[src/rtl/seg7_pkg.sv]
// Shared types and active-low segment patterns ({g,f,e,d,c,b,a}) for the 7-segment scan driver.
package seg7_pkg;

    typedef logic [3:0] bcd_t;
    typedef logic [6:0] seg_t;

    localparam seg_t SEG_0    = 7'h40;
    localparam seg_t SEG_1    = 7'h79;
    localparam seg_t SEG_2    = 7'h24;
    localparam seg_t SEG_3    = 7'h30;
    localparam seg_t SEG_4    = 7'h19;
    localparam seg_t SEG_5    = 7'h12;
    localparam seg_t SEG_6    = 7'h02;
    localparam seg_t SEG_7    = 7'h78;
    localparam seg_t SEG_8    = 7'h00;
    localparam seg_t SEG_9    = 7'h10;
    localparam seg_t SEG_DASH = 7'h3F;
    localparam seg_t SEG_OFF  = 7'h7F;

endpackage

[src/rtl/seg7_scan_driver_if.sv]
// Load/display bundle of the 7-segment scan driver; the driver sits on the slave side.
interface seg7_scan_driver_if #(
    parameter int unsigned DIGITS = 4
) ();

    logic                  load;
    logic [4*DIGITS-1:0]   bcd_in;
    logic                  pending;
    logic [DIGITS-1:0]     an;
    logic [6:0]            seg;
    logic                  frame;

    modport master (
        output load, bcd_in,
        input  pending, an, seg, frame
    );

    modport slave (
        input  load, bcd_in,
        output pending, an, seg, frame
    );

endinterface

[src/rtl/bcd_to_seg7.sv]
// Combinational BCD digit to active-low segment decode; 10..15 render as a dash.
module bcd_to_seg7
    import seg7_pkg::*;
(
    input  bcd_t digit_i,
    output seg_t seg_o
);

    always_comb begin
        seg_o = SEG_DASH;
        case (digit_i)
            4'd0:    seg_o = SEG_0;
            4'd1:    seg_o = SEG_1;
            4'd2:    seg_o = SEG_2;
            4'd3:    seg_o = SEG_3;
            4'd4:    seg_o = SEG_4;
            4'd5:    seg_o = SEG_5;
            4'd6:    seg_o = SEG_6;
            4'd7:    seg_o = SEG_7;
            4'd8:    seg_o = SEG_8;
            4'd9:    seg_o = SEG_9;
            default: seg_o = SEG_DASH;
        endcase
    end

endmodule

[src/rtl/seg7_scan_driver.sv]
// Multiplexed 7-segment driver with shadow register committed at frame boundaries.
// Optional leading-zero blanking is enabled by defining SEG7_LZB_EN.
module seg7_scan_driver
    import seg7_pkg::*;
#(
    parameter int unsigned DIGITS   = 4,
    parameter int unsigned SCAN_DIV = 1000
) (
    input logic              clk,
    input logic              reset,
    seg7_scan_driver_if.slave bus
);

    localparam int unsigned CntW = (SCAN_DIV > 1) ? $clog2(SCAN_DIV) : 1;
    localparam int unsigned IdxW = (DIGITS > 1) ? $clog2(DIGITS) : 1;
    localparam int unsigned BcdW = 4 * DIGITS;
    localparam logic [CntW-1:0] CntMax = CntW'(SCAN_DIV - 1);
    localparam logic [IdxW-1:0] IdxMax = IdxW'(DIGITS - 1);

    logic [CntW-1:0]   div_cnt_q, div_cnt_d;
    logic [IdxW-1:0]   idx_q, idx_d;
    logic [BcdW-1:0]   shadow_q, shadow_d;
    logic [BcdW-1:0]   disp_q, disp_d;
    logic              pending_q, pending_d;
    logic [DIGITS-1:0] an_q, an_d;
    seg_t              seg_q, seg_d;
    logic              frame_q, frame_d;

    logic tick;
    logic commit;
    logic blank;
    bcd_t cur_digit;
    seg_t dec_seg;

    always_comb begin
        tick      = (div_cnt_q == CntMax);
        commit    = tick && (idx_q == IdxMax);
        div_cnt_d = tick ? '0 : div_cnt_q + 1'b1;
        idx_d     = idx_q;
        if (tick) begin
            idx_d = (idx_q == IdxMax) ? '0 : idx_q + 1'b1;
        end

        shadow_d  = shadow_q;
        disp_d    = disp_q;
        pending_d = pending_q;
        // A load landing on the commit cycle bypasses the shadow entirely.
        if (commit) begin
            pending_d = 1'b0;
            if (bus.load) begin
                disp_d = bus.bcd_in;
            end else if (pending_q) begin
                disp_d = shadow_q;
            end
        end else if (bus.load) begin
            shadow_d  = bus.bcd_in;
            pending_d = 1'b1;
        end
    end

    always_comb begin
        cur_digit = bcd_t'(disp_q >> (4 * idx_q));
`ifdef SEG7_LZB_EN
        // Blank when this digit and everything above it is zero; digit 0 always shows.
        blank = (idx_q != '0) && ((disp_q >> (4 * idx_q)) == '0);
`else
        blank = 1'b0;
`endif
        an_d    = blank ? '1 : ~(DIGITS'(1) << idx_q);
        seg_d   = blank ? SEG_OFF : dec_seg;
        frame_d = commit;
    end

    bcd_to_seg7 u_dec (
        .digit_i (cur_digit),
        .seg_o   (dec_seg)
    );

    always_ff @(posedge clk) begin
        if (reset) begin
            div_cnt_q <= '0;
            idx_q     <= '0;
            shadow_q  <= '0;
            disp_q    <= '0;
            pending_q <= 1'b0;
            an_q      <= '1;
            seg_q     <= SEG_OFF;
            frame_q   <= 1'b0;
        end else begin
            div_cnt_q <= div_cnt_d;
            idx_q     <= idx_d;
            shadow_q  <= shadow_d;
            disp_q    <= disp_d;
            pending_q <= pending_d;
            an_q      <= an_d;
            seg_q     <= seg_d;
            frame_q   <= frame_d;
        end
    end

    assign bus.pending = pending_q;
    assign bus.an      = an_q;
    assign bus.seg     = seg_q;
    assign bus.frame   = frame_q;

endmodule

[src/flat_wrapper.sv]
// flat-port wrapper written by rule: the top's interface ports become plain ports
module seg7_scan_driver_flat import seg7_pkg::*;
#(
    parameter int unsigned DIGITS   = 4,
    parameter int unsigned SCAN_DIV = 1000
)
  (clk, reset, bus_load, bus_bcd_in, bus_pending, bus_an, bus_seg, bus_frame);
  seg7_scan_driver_if #(.DIGITS(DIGITS)) bus_i ();
  input logic clk;
  input logic reset;
  input wire logic [$bits(bus_i.load)-1:0] bus_load;
  input wire logic [$bits(bus_i.bcd_in)-1:0] bus_bcd_in;
  output wire logic [$bits(bus_i.pending)-1:0] bus_pending;
  output wire logic [$bits(bus_i.an)-1:0] bus_an;
  output wire logic [$bits(bus_i.seg)-1:0] bus_seg;
  output wire logic [$bits(bus_i.frame)-1:0] bus_frame;
  assign bus_i.load = bus_load;
  assign bus_i.bcd_in = bus_bcd_in;
  assign bus_pending = bus_i.pending;
  assign bus_an = bus_i.an;
  assign bus_seg = bus_i.seg;
  assign bus_frame = bus_i.frame;
  seg7_scan_driver #(.DIGITS(DIGITS), .SCAN_DIV(SCAN_DIV)) u_core (.clk(clk), .reset(reset), .bus(bus_i));
endmodule
[config.mk]
export PLATFORM = sky130hd
export DESIGN_NAME = seg7_scan_driver_flat
export DESIGN_NICKNAME = d
export VERILOG_FILES = /design/src/rtl/seg7_pkg.sv /design/src/rtl/seg7_scan_driver_if.sv /design/src/rtl/bcd_to_seg7.sv /design/src/rtl/seg7_scan_driver.sv /design/src/flat_wrapper.sv
export SDC_FILE = /design/constraint.sdc
export NUM_CORES = 1
export LEC_CHECK = 0
export ABC_CLOCK_PERIOD_IN_PS = 2250
export CORE_AREA = 5 5 75 77
export CTS_CLUSTER_SIZE = 40
export DETAILED_ROUTE_END_ITERATION = 16
export DIE_AREA = 0 0 80 82
export PLACE_DENSITY = 0.84
export SYNTH_ARGS = -nofsm -noshare
export SYNTH_HDL_FRONTEND = slang
export SYNTH_SLANG_ARGS = --single-unit
[constraint.sdc]
create_clock -name clk -period 2.25 [get_ports clk]
set_clock_uncertainty 0.2 [all_clocks]
set_input_delay 0.225 -clock clk [delete_from_list [all_inputs] [get_ports clk]]
set_output_delay 0.225 -clock clk [all_outputs]
set_load 0.1 [all_outputs]
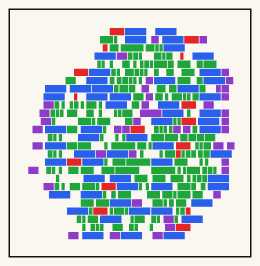
*Placed cells, one color a class*
(3 px per um)
Key: blue = sequential cells [cells 57, share of their area 38%]; red = clock drivers and dummy loads [cells 16, share of their area 5.8%]; purple = remaining buffers and delay cells [cells 42, share of their area 12%]; green = combinational and other logic [cells 195, share of their area 44%]
row count: 26
sequential portion of the cell area: 37.0%
Finished Core Util: 62.4%
Placeable Area: 0.00494 mm2

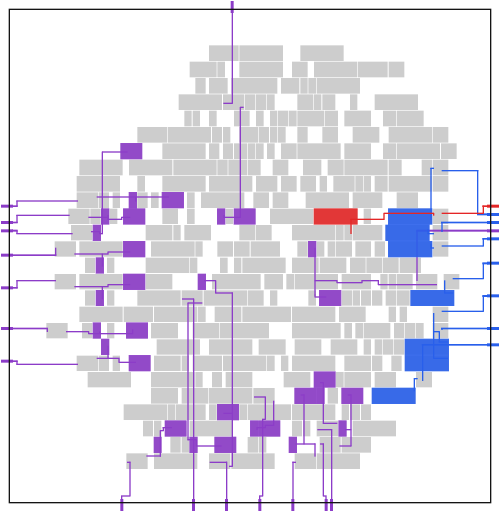
*I/O nets highlighted*
(6 px per um)
Key: blue = bus_seg [direction output, edge right, end cells 7, buffers 7, wire 107 um]; purple = bus_bcd_in [direction input, edge 7 bottom, 7 left, 1 top, 1 right, end cells 32, buffers 16, wire 466 um]; red = bus_pending [direction output, edge right, end cells 1, buffers 1, wire 26.3 um]
Ports: 32
quantity of I/O buffers inserted on ports: 31

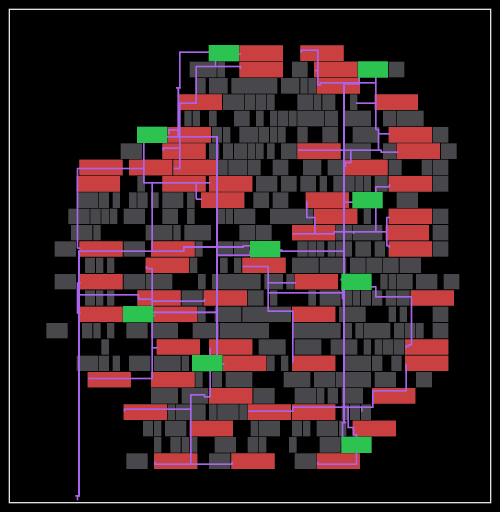
*Clock wires, drivers and flops*
(6 px per um)
Key: purple = clock wires [length 682 um]; green = clock drivers [count 9]; red = flip-flops [count 57]
There are 10 routed clock nets.
Late-Pin Clk Latency: 0.34 ns
Clock power frac: 39.6%
Clock Power: 0.000828 W

==> results.toml <==
# yosys + openroad results
[global_route]
grt_pass1_vias = 1939
grt_start_max_net_pins = 33
antenna_found_initial = 0
grt_pass1_wl_um = 8790

[critical_path]
endpoint_kind = "flop"

[die]
dieArea_mm2 = 0.00656
fp_util_pct = 51.5
die_h_um = 82

[power]
power.total_w = 0.00209
leakage_nw = 1.21

[worst_hold_path]
hold_class = "input port to flop"

[layout]
nets = 335
seq_area_mm2 = 0.00114
final_cell_mix = "dfxtp_1 (57), nand2_1 (40), nor2_1 (36)"
fillers = 427

[routing]
avgRoutedWirePerCell_um = 13.2
drt_iter0_drc = 104
wirelength_um = 5000
ant_nets = 0

[synthesis]
synth_cell_types = 33
synth_flops = 57
yosys_warnings = 0
syn-num-nets = 299
synth_stat.cells = 269
ys_area_mm2 = 0.00255

[clocking]
htree_levels = 3
tritoncts = "done"
postCtsSetupBuffers = 0

[placement]
placed_cells = 362
dpl_cell_area_mm2 = 0.00290
gp_congestion = 0.817

[timing]
rsz0062_at_grt = "false"

[job]
maxCapViolations = 0
openroad.warnings = 34

[outcome]
status = "complete, no violations"
[Yosys cell counts]
cell type  count  area [um2]
dfxtp_1       57        1140
nand2_1       40         150
nor2_1        36         135
a21oi_1       25         125
mux2i_1       19         190
a211oi_2      14         175
ha_1          11         138
clkbuf_1       9        33.8
inv_1          7        26.3
nand2b_1       5        31.3
a211oi_1       4        30.0
mux4_2         4        90.1
o21ai_0        4        20.0
o21bai_1       4        30.0
buf_2          3        15.0
nand3_1        3        15.0
xor2_1         3        26.3
and3_1         2        12.5
buf_4          2        15.0
buf_6          2        22.5
nor3_1         2        10.0
xnor2_1        2        17.5
a21bo_1        1        10.0
a21boi_1       1        7.51
a21o_1         1        7.51
a31oi_1        1        6.26
and3b_1        1        8.76
buf_1          1        3.75
nand3b_1       1        7.51
nand4_2        1        12.5
nor4_4         1        21.3
or2_2          1        6.26
or4_1          1        7.51
[stage by stage]
| step | worst slack [ns] | hold WS (ns) |
|---|---|---|
| 2_1_floorplan | 0.212 | 0.161 |
| 3_3_place_gp | 0.198 | 0.241 |
| 3_5_place_dp | 0.0999 | 0.246 |
| 4_1_cts | 0.0830 | 0.0779 |
| 5_1_grt | 0.0245 | 0.142 |
| 6_report | 0.175 | 0.0986 |
[area by class of cell]
class                   instances  area share (%)
clock inverters                 3           0.486
multi-input cells             188            41.8
well taps                      70            2.84
inverters                       7           0.851
flip-flops and latches         57            37.0
clock buffers                  13            5.15
repair buffers                 42            11.9
[registers in the layout, indices dropped and copies added, names as in the netlist]
register / flops
u_core.shadow_q: 16
u_core.idx_q: 2
u_core.bus.pending: 1
u_core.div_cnt_q: 10
u_core.bus.an: 4
u_core.disp_q: 16
u_core.bus.frame: 1
u_core.bus.seg: 7
[path summary, 6_finish.rpt]
kind | start | to
max reg2reg | u_core.idx_q[0]$_SDFFE_PP0P_ | u_core.bus.seg[3]$_SDFF_PP1_
min reg2reg | u_core.shadow_q[13]$_SDFFE_PP0P_ | u_core.shadow_q[13]$_SDFFE_PP0P_
min | reset | u_core.div_cnt_q[8]$_SDFF_PP0_
max | u_core.idx_q[0]$_SDFFE_PP0P_ | u_core.bus.seg[3]$_SDFF_PP1_
[critical path, stage by stage, from the launching register on]
cell     delay [ns]
dfxtp_1        0.51
mux4_2         0.61
inv_1          0.14
ha_1           0.26
nand2_1        0.06
o21ai_0        0.08
a21oi_1        0.14
[where the power goes]
| group | switching (W) | leakage (nW) | internal [W] |
|---|---|---|---|
| clock | 0.000374 | 0.0932 | 0.000454 |
| combinational | 0.000133 | 0.648 | 0.0000776 |
| sequential | 0.0000142 | 0.466 | 0.00104 |
| total | 0.000522 | 1.21 | 0.00157 |
[kinds of logic after synthesis]
family	after synthesis	synth area share (%)
compound gates	55	16.2
xor+xnor	5	1.72
fa+ha+maj	11	5.40
buf+inv	24	4.57
flops	57	44.8
mux	23	11.0
simple gates	94	16.4
[per-layer routing]
| metal | part of all wire (%) | global-route usage (%) | up-vias |
|---|---|---|---|
| li1 | - | - | 990 |
| met2 | 48 | 29.3 | 45 |
| met4 | 2.9 | 11.5 | 0 |
| met3 | 4.7 | 4.28 | 13 |
| met1 | 44 | 20.5 | 909 |
| met5 | 0 | 0 | - |
No activity file was given, so power comes from the tool's default toggle rates.
